$ cat src/rtl/load_store_unit.sv
// load_store_unit: memory-access stage in front of a single-port 16-bit data
// memory. Loads take two cycles. Word stores take two cycles. Byte stores are
// done as read-merge-write and take three cycles. A misaligned word access is
// answered with an error after one cycle.
// Optional feature macro: LSU_SEXT_EN. When it is defined, byte loads are
// sign-extended. When it is undefined, byte loads are zero-extended.
module load_store_unit #(
  parameter int DATA_WIDTH = 16,
  parameter int ADDR_WIDTH = 16
) (
  input  logic                  clk,
  input  logic                  rst,
  input  logic                  req_valid,
  output logic                  req_ready,
  input  logic                  req_we,
  input  logic                  req_byte,
  input  logic [ADDR_WIDTH-1:0] req_addr,
  input  logic [DATA_WIDTH-1:0] req_wdata,
  output logic                  rsp_valid,
  output logic                  rsp_err,
  output logic [DATA_WIDTH-1:0] rsp_rdata,
  output logic                  mem_wr_en,
  output logic [ADDR_WIDTH-1:0] mem_addr,
  output logic [DATA_WIDTH-1:0] mem_wr_data,
  input  logic [DATA_WIDTH-1:0] mem_rd_data
);

  localparam logic [1:0] S_IDLE = 2'd0;
  localparam logic [1:0] S_RD   = 2'd1;
  localparam logic [1:0] S_RMW  = 2'd2;
  localparam logic [1:0] S_WR   = 2'd3;

  logic [1:0]            state;
  logic [ADDR_WIDTH-1:0] addr_reg;
  logic [DATA_WIDTH-1:0] wdata_reg;
  logic                  lane_reg;   // 1 = upper byte [15:8]
  logic                  byte_reg;   // load is a byte access

  logic [7:0]            sel_byte;
  logic [DATA_WIDTH-1:0] ext_byte;
  logic [DATA_WIDTH-1:0] merged;

  // Memory-side outputs come straight from registers. The write enable is
  // additionally masked by rst, so a reset during WR never commits a write.
  assign req_ready   = (state == S_IDLE);
  assign mem_addr    = addr_reg;
  assign mem_wr_data = wdata_reg;
  assign mem_wr_en   = (state == S_WR) & ~rst;

  // Byte-lane select and extension for loads, and byte merge for stores.
  always_comb begin
    sel_byte = lane_reg ? mem_rd_data[15:8] : mem_rd_data[7:0];
`ifdef LSU_SEXT_EN
    ext_byte = {{(DATA_WIDTH-8){sel_byte[7]}}, sel_byte};
`else
    ext_byte = {{(DATA_WIDTH-8){1'b0}}, sel_byte};
`endif
    merged   = lane_reg ? {wdata_reg[7:0], mem_rd_data[7:0]}
                        : {mem_rd_data[15:8], wdata_reg[7:0]};
  end

  // Control FSM, request capture and response generation.
  always_ff @(posedge clk) begin
    if (rst) begin
      state     <= S_IDLE;
      addr_reg  <= '0;
      wdata_reg <= '0;
      lane_reg  <= 1'b0;
      byte_reg  <= 1'b0;
      rsp_valid <= 1'b0;
      rsp_err   <= 1'b0;
      rsp_rdata <= '0;
    end else begin
      rsp_valid <= 1'b0;
      rsp_err   <= 1'b0;
      case (state)
        S_IDLE: begin
          if (req_valid) begin
            if (!req_byte && req_addr[0]) begin
              // Misaligned word access: answer at once and do not touch memory.
              rsp_valid <= 1'b1;
              rsp_err   <= 1'b1;
              rsp_rdata <= '0;
            end else begin
              addr_reg <= {1'b0, req_addr[ADDR_WIDTH-1:1]};
              lane_reg <= req_addr[0];
              byte_reg <= req_byte;
              if (!req_we) begin
                state <= S_RD;
              end else if (!req_byte) begin
                wdata_reg <= req_wdata;
                state     <= S_WR;
              end else begin
                wdata_reg[7:0] <= req_wdata[7:0];
                state          <= S_RMW;
              end
            end
          end
        end
        S_RD: begin
          rsp_rdata <= byte_reg ? ext_byte : mem_rd_data;
          rsp_valid <= 1'b1;
          state     <= S_IDLE;
        end
        S_RMW: begin
          wdata_reg <= merged;
          state     <= S_WR;
        end
        S_WR: begin
          rsp_valid <= 1'b1;
          rsp_rdata <= '0;
          state     <= S_IDLE;
        end
        default: state <= S_IDLE;
      endcase
    end
  end

endmodule

$ cat config.mk
export PLATFORM = sky130hd
export DESIGN_NAME = load_store_unit
export DESIGN_NICKNAME = d
export VERILOG_FILES = /design/src/rtl/load_store_unit.sv
export SDC_FILE = /design/constraint.sdc
export NUM_CORES = 1
export LEC_CHECK = 0
export CORE_MARGIN = 3
export CORE_UTILIZATION = 38
export DETAILED_ROUTE_END_ITERATION = 10
export PLACE_DENSITY = 0.82
export SETUP_SLACK_MARGIN = 0.15
export SKIP_LAST_GASP = 1
export SYNTH_ARGS = -nofsm -noshare
export SYNTH_HDL_FRONTEND = slang
export SYNTH_SLANG_ARGS = --single-unit
$ cat constraint.sdc
create_clock -name clk -period 1.6 [get_ports clk]
set_input_delay 0.48 -clock clk [delete_from_list [all_inputs] [get_ports clk]]
set_output_delay 0.48 -clock clk [all_outputs]
set_load 0.01 [all_outputs]
Figure 1. Floorplan with the power grid.
(6 px per um) Pins as bars on the die edge. Tap cells in grey.
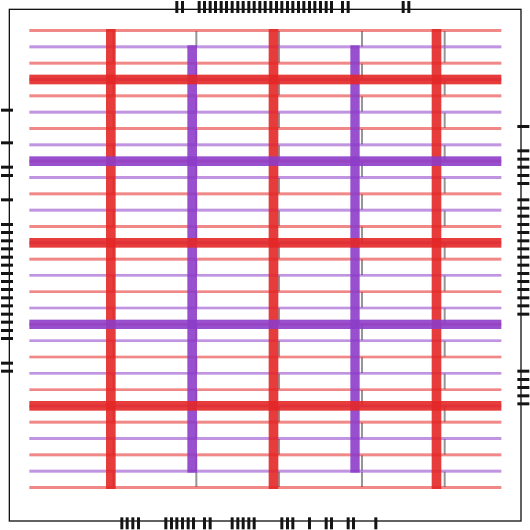
- red: VSS
- purple: VDD
- met5 straps: 5
- met1 rails: 29
- tap cells: 75
- rows: 28
Die H: 85.0 um
Die Wd: 85.0 um

Figure 2. Cells coloured by class.
(6 px per um) Fill, decap, tap and diode cells in grey.
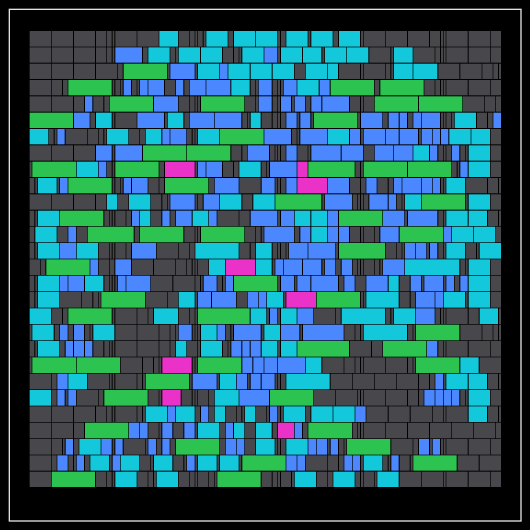
- green: sequential cells (cells 53; share of their area 29%)
- blue: remaining logic cells (cells 193; share of their area 34%)
- magenta: clock drivers and dummy loads (cells 8; share of their area 2.5%)
- cyan: remaining buffers and delay cells (cells 133; share of their area 34%)
register fraction of the total cell area: 0.286
num rows: 28

==> flow_summary_export.csv <==
group,metric,value,unit
run_status,status,"finished clean",
finish,drive_gt1_frac,0.233,
finish,finalNonFillerCells,462,
sta,setup_viol,0,
pwr,ir_drop,0.607,mV
pwr,switching_share,0.293,
global_routing,gr-usage-met3,0.0592,
place,preCtsSetupSlack,-0.397,ns
setup_path,cp_max_fo,17,
global_routing,overflow,0,
setup_path,path_cells,"buf_4 > and4bb_2 > nor2_4 > buf_12 > a22oi_1 > nor2_1",
synth,ys.flops,53,
pwr,power.share.combinational,0.265,
sta,holdWs,0.456,ns
flow_run,warning_count,28,
drt,drc,0,
sta,finalCritPeriodShare,0.911,
drt,ant_nets,0,
drt,drt_iter0_drc,180,
synth,muxShareOfSynthArea,0.0717,
clock_tree,cts_setup_buffers,2,
clock_tree,htree_levels,2,
synth,synthArstFlopShare,0,
clock_tree,cts_hold_buf,0,
setup_path,slowest_stage,"dfxtp_4",
drt,wl_per_cell,15.8,um
die,fp_util,0.396,
pwr,total_power,0.00304,W
finish,antenna_cells,0,
finish,num-fill-cells,527,
clock_tree,root_buffer,"clkbuf_8",
global_routing,grt_pass1_vias,2344,
synth,ys_sh_adder,0,
die,core-area,5990,um^2
synth,ys_warn_count,0,
drt,routed-via-count,2398,
finish,comb_area_frac,0.328,
sta,grt_setup_unrepaired,"true",
pwr,power.switching,0.000891,W
drt,via_per_inst,5.19,
global_routing,gr-usage-met1,0.242,
setup_path,crit_path_max_incr_delay,0.38,ns
synth,largest_area_cell,"dfxtp_1",
synth,syn-instance-count,266,
place,place_congestion,0.808,
Figure 3. Clock network drawn from the DEF.
(4 px per um)
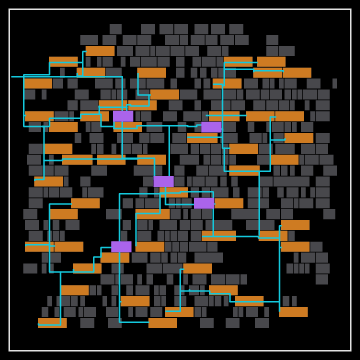
- orange: flip-flops (count 53)
- cyan: clock wires (length 638 um)
- purple: clock-net drivers (count 5)
- routed clock nets: 6
clk_lat worst skew: 0.30 ns
clock power share: 0.254
Power Clock: 0.000773 W
Fin Clk Skew: 0.00524 ns

-- path summary, 6_finish.rpt --
path                             startpoint      endpoint  slack (ns)
worst max-delay path               state[1]  rsp_rdata[7]        0.14
worst min-delay path            mem_addr[6]   mem_addr[6]        0.46
worst max register to register     state[1]  rsp_rdata[7]        0.14
worst min register to register  mem_addr[6]   mem_addr[6]        0.46
-- metal layers --
layer  vias up  part of all wire
met5         -                 0
met1      1121              0.43
li1       1174                 -
met2        91              0.48
met4         0             0.018
met3        12             0.072
-- power by group through the flow --
stage,registers (W),clock network (W),logic [W]
CTS,0.00146,0.000798,0.000755
floorplan,0.00151,0,0.000346
finish,0.00146,0.000773,0.000805
global route,0.00147,0.000853,0.000869
global placement,0.00149,0,0.000783
detailed placement,0.00149,0,0.000793
No activity file was given, so power comes from the tool's default toggle rates.
